**config.mk**
```make
export PLATFORM = sky130hd
export DESIGN_NAME = alu_opd_cache
export DESIGN_NICKNAME = d
export VERILOG_FILES = /design/src/rtl/pkg_dtypes.sv /design/src/rtl/opd_cache_victim_sel.sv /design/src/rtl/alu_opd_cache.sv
export SDC_FILE = /design/constraint.sdc
export NUM_CORES = 1
export LEC_CHECK = 0
export CORE_AREA = 2 2 267 269
export DETAILED_ROUTE_END_ITERATION = 16
export DIE_AREA = 0 0 269 271
export PLACE_DENSITY_LB_ADDON = 0.25
export SLEW_MARGIN = 20
export SYNTH_ARGS = -nofsm -noshare
export SYNTH_HDL_FRONTEND = slang
export SYNTH_HIERARCHICAL = 1
export SYNTH_SLANG_ARGS = --single-unit
```
**constraint.sdc**
```tcl
create_clock -name clk -period 6.5 [get_ports clk]
set_input_delay 1.95 -clock clk [delete_from_list [all_inputs] [get_ports clk]]
set_output_delay 1.95 -clock clk [all_outputs]
set_load 0.01 [all_outputs]
```
**src/rtl/pkg_dtypes.sv**
```systemverilog
// -----------------------------------------------------------------------------
// pkg_dtypes
// Shared datatypes for the ALU operand cache slice.
//   WORD_WIDTH       : operand word width (from the `WORD_WIDTH macro)
//   DEF_ADDR_WIDTH   : default operand address width
//   type_alu_channel_rx : cache -> ALU (operand read data, store acknowledge)
//   type_alu_channel_tx : ALU -> cache (destination operand store)
//   type_opd_fsm_state  : eviction control states
// -----------------------------------------------------------------------------
`ifndef WORD_WIDTH
`define WORD_WIDTH 16
`endif

package pkg_dtypes;

    localparam int WORD_WIDTH     = `WORD_WIDTH;
    localparam int DEF_ADDR_WIDTH = 8;

    typedef struct packed {
        logic                      op0_valid;
        logic [WORD_WIDTH-1:0]     op0_data;
        logic                      op1_valid;
        logic [WORD_WIDTH-1:0]     op1_data;
        logic [DEF_ADDR_WIDTH-1:0] opd_addr;
        logic                      opd_store_success;
    } type_alu_channel_rx;

    typedef struct packed {
        logic                      opd_valid;
        logic [DEF_ADDR_WIDTH-1:0] opd_addr;
        logic [WORD_WIDTH-1:0]     opd_data;
    } type_alu_channel_tx;

    typedef enum logic [0:0] {
        ST_IDLE  = 1'b0,
        ST_EVICT = 1'b1
    } type_opd_fsm_state;

endpackage

```
**src/rtl/opd_cache_victim_sel.sv**
```systemverilog
// -----------------------------------------------------------------------------
// opd_cache_victim_sel
// Combinational round-robin victim search over a full cache.
//   ptr         : round-robin start index
//   entry_addr  : address of every entry (all entries are valid when used)
//   req_valid   : current instruction valid, enables operand protection
//   op0_addr/op1_addr : operand addresses that must not be evicted
//   victim_idx  : chosen entry index
// -----------------------------------------------------------------------------
module opd_cache_victim_sel
    import pkg_dtypes::*;
#(
    parameter int ADDR_WIDTH  = DEF_ADDR_WIDTH,
    parameter int NUM_ENTRIES = 8
) (
    input  logic [$clog2(NUM_ENTRIES)-1:0]          ptr,
    input  logic [NUM_ENTRIES-1:0][ADDR_WIDTH-1:0]  entry_addr,
    input  logic                                    req_valid,
    input  logic [ADDR_WIDTH-1:0]                   op0_addr,
    input  logic [ADDR_WIDTH-1:0]                   op1_addr,
    output logic [$clog2(NUM_ENTRIES)-1:0]          victim_idx
);

    localparam int IDX_W = $clog2(NUM_ENTRIES);

    logic [IDX_W-1:0] scan_idx_s;
    logic [IDX_W-1:0] rr_idx_s;
    logic             rr_found_s;
    logic [IDX_W-1:0] fb_idx_s;
    logic             protect_s;

    // Round-robin scan from ptr; scanning the offsets downward lets the
    // smallest offset win. Fallback is the lowest entry not holding op0.
    always_comb begin
        scan_idx_s = '0;
        rr_idx_s   = '0;
        rr_found_s = 1'b0;
        fb_idx_s   = '0;
        protect_s  = 1'b0;
        for (int i = NUM_ENTRIES - 1; i >= 0; i--) begin
            fb_idx_s = (entry_addr[i] != op0_addr) ? IDX_W'(i) : fb_idx_s;
        end
        for (int k = NUM_ENTRIES - 1; k >= 0; k--) begin
            // Index arithmetic wraps modulo NUM_ENTRIES (power of two).
            scan_idx_s = ptr + IDX_W'(k);
            protect_s  = req_valid && ((entry_addr[scan_idx_s] == op0_addr) ||
                                       (entry_addr[scan_idx_s] == op1_addr));
            rr_idx_s   = protect_s ? rr_idx_s : scan_idx_s;
            rr_found_s = rr_found_s | ~protect_s;
        end
        victim_idx = rr_found_s ? rr_idx_s : fb_idx_s;
    end

endmodule

```
**src/rtl/alu_opd_cache.sv**
```systemverilog
// -----------------------------------------------------------------------------
// alu_opd_cache
// Fully associative operand cache between the ALU and the interconnect.
//   clk, reset        : clock, synchronous active-high reset
//   alu_rx_o          : op0/op1 read data+valid, opd_addr echo, store success
//   alu_tx_i          : destination operand store from the ALU
//   req_*             : current instruction operand/destination addresses
//   fill_*            : operand fill from interconnect (valid/ready)
//   evict_*           : victim writeback to interconnect (valid/ready)
// -----------------------------------------------------------------------------
`ifndef WORD_WIDTH
`define WORD_WIDTH 16
`endif

module alu_opd_cache
    import pkg_dtypes::*;
#(
    parameter int DATA_WIDTH  = `WORD_WIDTH,
    parameter int ADDR_WIDTH  = DEF_ADDR_WIDTH,
    parameter int NUM_ENTRIES = 8
) (
    input  logic                   clk,
    input  logic                   reset,
    output type_alu_channel_rx     alu_rx_o,
    input  type_alu_channel_tx     alu_tx_i,
    input  logic                   req_valid_i,
    input  logic [ADDR_WIDTH-1:0]  req_op0_addr_i,
    input  logic [ADDR_WIDTH-1:0]  req_op1_addr_i,
    input  logic [ADDR_WIDTH-1:0]  req_opd_addr_i,
    input  logic                   fill_valid_i,
    input  logic [ADDR_WIDTH-1:0]  fill_addr_i,
    input  logic [DATA_WIDTH-1:0]  fill_data_i,
    output logic                   fill_ready_o,
    output logic                   evict_valid_o,
    output logic [ADDR_WIDTH-1:0]  evict_addr_o,
    output logic [DATA_WIDTH-1:0]  evict_data_o,
    input  logic                   evict_ready_i
);

    localparam int IDX_W = $clog2(NUM_ENTRIES);

    logic [NUM_ENTRIES-1:0]                 valid_r;
    logic [NUM_ENTRIES-1:0][ADDR_WIDTH-1:0] addr_r;
    logic [NUM_ENTRIES-1:0][DATA_WIDTH-1:0] data_r;
    type_opd_fsm_state                      state_r;
    logic [IDX_W-1:0]                       ptr_r;
    logic [IDX_W-1:0]                       victim_idx_r;
    logic [ADDR_WIDTH-1:0]                  victim_addr_r;
    logic [DATA_WIDTH-1:0]                  victim_data_r;

    logic                  op0_hit_s, op1_hit_s;
    logic [DATA_WIDTH-1:0] op0_data_s, op1_data_s;
    logic                  st_hit_s, fill_hit_s, free_s;
    logic [IDX_W-1:0]      st_hit_idx_s, fill_hit_idx_s, free_idx_s;
    logic [IDX_W-1:0]      st_idx_s, fill_idx_s, victim_idx_s;
    logic                  in_evict_s, st_ok_s, evict_start_s, fill_ready_s;
    logic                  fill_take_s, evict_done_s;

    // Tag lookups: operand reads, store/fill address match, lowest free slot.
    // Addresses are unique among valid entries, so OR-merging read data is safe.
    always_comb begin
        op0_hit_s      = 1'b0;
        op1_hit_s      = 1'b0;
        op0_data_s     = '0;
        op1_data_s     = '0;
        st_hit_s       = 1'b0;
        fill_hit_s     = 1'b0;
        free_s         = 1'b0;
        st_hit_idx_s   = '0;
        fill_hit_idx_s = '0;
        free_idx_s     = '0;
        for (int i = NUM_ENTRIES - 1; i >= 0; i--) begin
            op0_hit_s  = op0_hit_s | (valid_r[i] && (addr_r[i] == req_op0_addr_i));
            op1_hit_s  = op1_hit_s | (valid_r[i] && (addr_r[i] == req_op1_addr_i));
            op0_data_s = op0_data_s | ((valid_r[i] && (addr_r[i] == req_op0_addr_i)) ? data_r[i] : '0);
            op1_data_s = op1_data_s | ((valid_r[i] && (addr_r[i] == req_op1_addr_i)) ? data_r[i] : '0);
            st_hit_idx_s   = (valid_r[i] && (addr_r[i] == alu_tx_i.opd_addr)) ? IDX_W'(i) : st_hit_idx_s;
            st_hit_s       = st_hit_s | (valid_r[i] && (addr_r[i] == alu_tx_i.opd_addr));
            fill_hit_idx_s = (valid_r[i] && (addr_r[i] == fill_addr_i)) ? IDX_W'(i) : fill_hit_idx_s;
            fill_hit_s     = fill_hit_s | (valid_r[i] && (addr_r[i] == fill_addr_i));
            free_idx_s     = (!valid_r[i]) ? IDX_W'(i) : free_idx_s;
            free_s         = free_s | ~valid_r[i];
        end
    end

    // Store/fill arbitration; a store or fill to the victim being written back
    // stalls until the handshake completes (fill is simply held off in EVICT).
    always_comb begin
        in_evict_s    = (state_r == ST_EVICT);
        st_idx_s      = st_hit_s ? st_hit_idx_s : free_idx_s;
        fill_idx_s    = fill_hit_s ? fill_hit_idx_s : free_idx_s;
        st_ok_s       = alu_tx_i.opd_valid &&
                        !(in_evict_s && (alu_tx_i.opd_addr == victim_addr_r)) &&
                        (st_hit_s || free_s);
        evict_start_s = alu_tx_i.opd_valid && !in_evict_s && !st_hit_s && !free_s;
        fill_ready_s  = !alu_tx_i.opd_valid && !in_evict_s && (fill_hit_s || free_s);
        fill_take_s   = fill_valid_i && fill_ready_s;
        evict_done_s  = in_evict_s && evict_ready_i;
    end

    opd_cache_victim_sel #(
        .ADDR_WIDTH  (ADDR_WIDTH),
        .NUM_ENTRIES (NUM_ENTRIES)
    ) u_victim_sel (
        .ptr        (ptr_r),
        .entry_addr (addr_r),
        .req_valid  (req_valid_i),
        .op0_addr   (req_op0_addr_i),
        .op1_addr   (req_op1_addr_i),
        .victim_idx (victim_idx_s)
    );

    // ALU-facing outputs are combinational views of the registered entries.
    always_comb begin
        alu_rx_o.op0_valid         = req_valid_i && op0_hit_s;
        alu_rx_o.op0_data          = (req_valid_i && op0_hit_s) ? op0_data_s : '0;
        alu_rx_o.op1_valid         = req_valid_i && op1_hit_s;
        alu_rx_o.op1_data          = (req_valid_i && op1_hit_s) ? op1_data_s : '0;
        alu_rx_o.opd_addr          = req_opd_addr_i;
        alu_rx_o.opd_store_success = st_ok_s;
        fill_ready_o               = fill_ready_s;
        evict_valid_o              = in_evict_s;
        evict_addr_o               = victim_addr_r;
        evict_data_o               = victim_data_r;
    end

    // Entry storage, eviction FSM and round-robin pointer.
    always_ff @(posedge clk) begin
        if (reset) begin
            valid_r       <= '0;
            state_r       <= ST_IDLE;
            ptr_r         <= '0;
            victim_idx_r  <= '0;
            victim_addr_r <= '0;
            victim_data_r <= '0;
        end else begin
            if (st_ok_s) begin
                valid_r[st_idx_s] <= 1'b1;
                addr_r[st_idx_s]  <= alu_tx_i.opd_addr;
                data_r[st_idx_s]  <= alu_tx_i.opd_data;
            end
            if (fill_take_s) begin
                valid_r[fill_idx_s] <= 1'b1;
                addr_r[fill_idx_s]  <= fill_addr_i;
                data_r[fill_idx_s]  <= fill_data_i;
            end
            case (state_r)
                ST_IDLE: begin
                    if (evict_start_s) begin
                        state_r       <= ST_EVICT;
                        victim_idx_r  <= victim_idx_s;
                        victim_addr_r <= addr_r[victim_idx_s];
                        victim_data_r <= data_r[victim_idx_s];
                    end
                end
                ST_EVICT: begin
                    if (evict_done_s) begin
                        valid_r[victim_idx_r] <= 1'b0;
                        ptr_r                 <= victim_idx_r + IDX_W'(1);
                        state_r               <= ST_IDLE;
                    end
                end
                default: state_r <= ST_IDLE;
            endcase
        end
    end

endmodule

```
==> images/layers.png <==
Scale bar: 100 um.
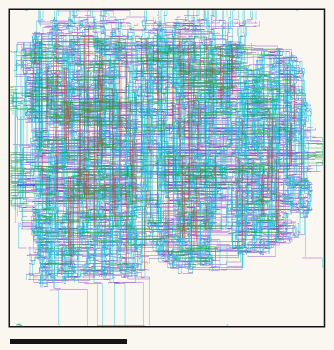
colour	layer	wire length
cyan	M2	51.7 mm
blue	M5	13.8 um
purple	M1	43.9 mm
red	M4	7,020 um
green	M3	12,600 um
GR Util All Layers: 30.8%
routed via count: 24.8k
WL per Instance: 31.4 um
DRT Wirelength: 115 mm

==> results.toml <==
# flow metrics
[clocking]
cts_max_path_buffers = 3
cts_inserted_buffers = 28
cts_resized = 110
cts_tree = "built"
cts-root-buf = "clkbuf_16"
clk_pin_slew_worst_paths_ps = 60

[final_layout]
area_growth_pct = 18.9
fill_cells = 6735
final_cells = 3665
final-comb-area_um2 = 16100
drive_gt1_share_pct = 18.5
final_net_count = 2784

[grt]
grt_pass1_wl_mm = 168
grt.busiest_layer = "met2"
grt_use_met2_pct = 48.0
use_met1_pct = 40.4

[worst_setup_path]
crit_arrival_ps = 4480
crit_buf_inv = 6
path_max_fanout = 10
r2r_slack_ps = 1360
worst_path_max_delay_cell = "or4_4"
critical_path_class = "primary input to output port"
timing.rr.end = "evict_data_o[15]$_SDFFE_PP0P_"
worstPathRequired_ps = 4550
reg2reg_depth = 17
rr_startpoint = "ptr_r[1]$_SDFFE_PP0P_"
cp_top_family = "buffers and inverters"
worstPathCellList = "dlygate4sd2_1 -> buf_12 -> xnor2_1 -> nand4_1 -> nor4_1 -> and3_2 -> or4_4 -> o21ai_4 -> buf_4 -> buf_12 -> a31oi_1 -> buf_4 -> dlygate4sd2_1"

[synth]
ys_types = 80
syn_area_per_cell_um2 = 9.00
yosys.area.top_type = "edfxtp_1"
yosysTopAreaCellShare_pct = 23.7
yosys_warnings = 6
numSynthFlops = 231
area_leaders = "edfxtp_1, xnor2_1, mux4_2"
syn_nets = 2786
common_cells = "xnor2_1, a31oi_1, nand3_1"
yosysMostFrequentCell = "xnor2_1"
syn_inst = 2705

[power_and_ir_drop]
leakagePower_nw = 8.85
p_per_area_nw_per_um2 = 173
seq_power_share_pct = 39.8
power_clock_w = 0.00166
combPwrFrac_pct = 27.0
swShare_pct = 35.4
internal_power_w = 0.00323

[timing]
slew_violations = 0
period_minus_slack_ps = 6430
finalCritPeriodShare_pct = 98.9
setup_viol = 0
max_freq_mhz = 156
rsz0062_at_grt = "false"
slew_headroom_pct = 19.9

[placed_design]
numPortBuffers = 130
place_inst = 3592
place_congestion = 0.993

[hold_path]
hp-class = "flop to flop"
holdPathEnd = "evict_data_o[1]$_SDFFE_PP0P_"
hp-start = "evict_data_o[1]$_SDFFE_PP0P_"

[run]
warnings = 29
maxCapViolCount = 0

[floorplanning]
coreArea_um2 = 69800
die_w_um = 269
io_pins = 147

[route]
met3_wirelength_mm = 12.6
highest_layer = "met5"
via_per_inst = 6.78
dr_wl_met2_mm = 51.7

[run_status]
status = "finished clean"
==> images/ff_map.png <==
Scale bar: 100 um. Other sequential cells in the stronger grey, the rest of the logic in the fainter grey.
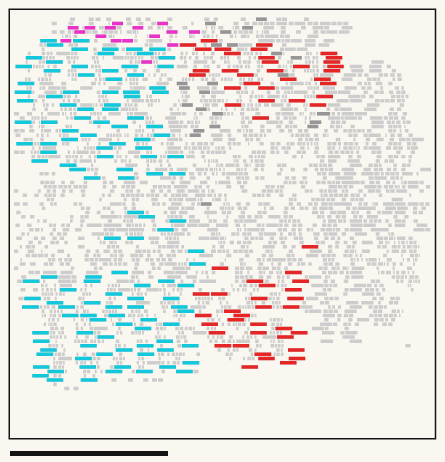
colour	signal	placed flops
magenta	`evict_data_o`	16
red	`addr_r`	64
cyan	`data_r`	128
not coloured	23
Power Sequential: 0.00199 W
Sequential Area: 6550 um^2
Core Util, Final: 41.5%
fraction of area in registers: 22.6%

## worst max path at each step
stage                                  from                   to  depth (start not counted)
after detailed placement  req_op0_addr_i[4]         alu_rx_o[33]                         12
after floorplan                       reset  addr_r[0]$_DFFE_PN_                          2
after CTS                 req_op1_addr_i[4]          alu_rx_o[9]                         14
after global placement    req_op0_addr_i[4]         alu_rx_o[33]                         12
after global routing           alu_tx_i[20]          alu_rx_o[0]                         10
final                     req_op0_addr_i[0]         alu_rx_o[29]                         13
## per-stage QoR
| step | setup TNS [ps] | power [W] | setup slack (ps) | hold WS, ps |
|---|---|---|---|---|
| 3_3_place_gp | -12770 | 0.00328 | -608 | 493 |
| 4_1_cts | 0 | 0.00495 | 12.2 | 501 |
| 2_1_floorplan | 0 | 0.00279 | 103 | 449 |
| 5_1_grt | 0 | 0.00511 | 0.610 | 523 |
| 3_5_place_dp | -9530 | 0.00330 | -520 | 493 |
| 6_report | 0 | 0.00499 | 71.7 | 501 |
## logic make-up (layout without fill, tap and decap cells)
kind of cell	after synthesis	after routing	synth area share, %
buffers and inverters	424	444	8.35
muxes	159	159	12.5
DFF	231	231	26.9
xor gates and xnor gates	459	459	16.5
and+or+nand+nor	744	744	15.9
adders and majority gates	3	3	0.154
AOI/OAI and AO/OA	685	685	19.7
## cell type report
class                      instances  area share (%)
multi-input combinational       2050            55.7
sequential                       231            22.6
timing repair buffer             379            14.1
tap                              940            4.06
clock buffer                      38            2.76
clock inverter                    14           0.458
inverter                          13           0.186
## layout by cell type (no fill, tap or decap), types with 61 or more instances in the layout
cell               n
edfxtp_1         192
a22oi_1           65
buf_4            177
xnor2_1          307
xor2_1           146
o31ai_1          145
nand2_1           62
nand3_1          215
buf_12            61
a31oi_1          216
clkdlybuf4s50_1   78
nor3_1           215
mux4_2           112
Power and IR drop assume default switching activity.
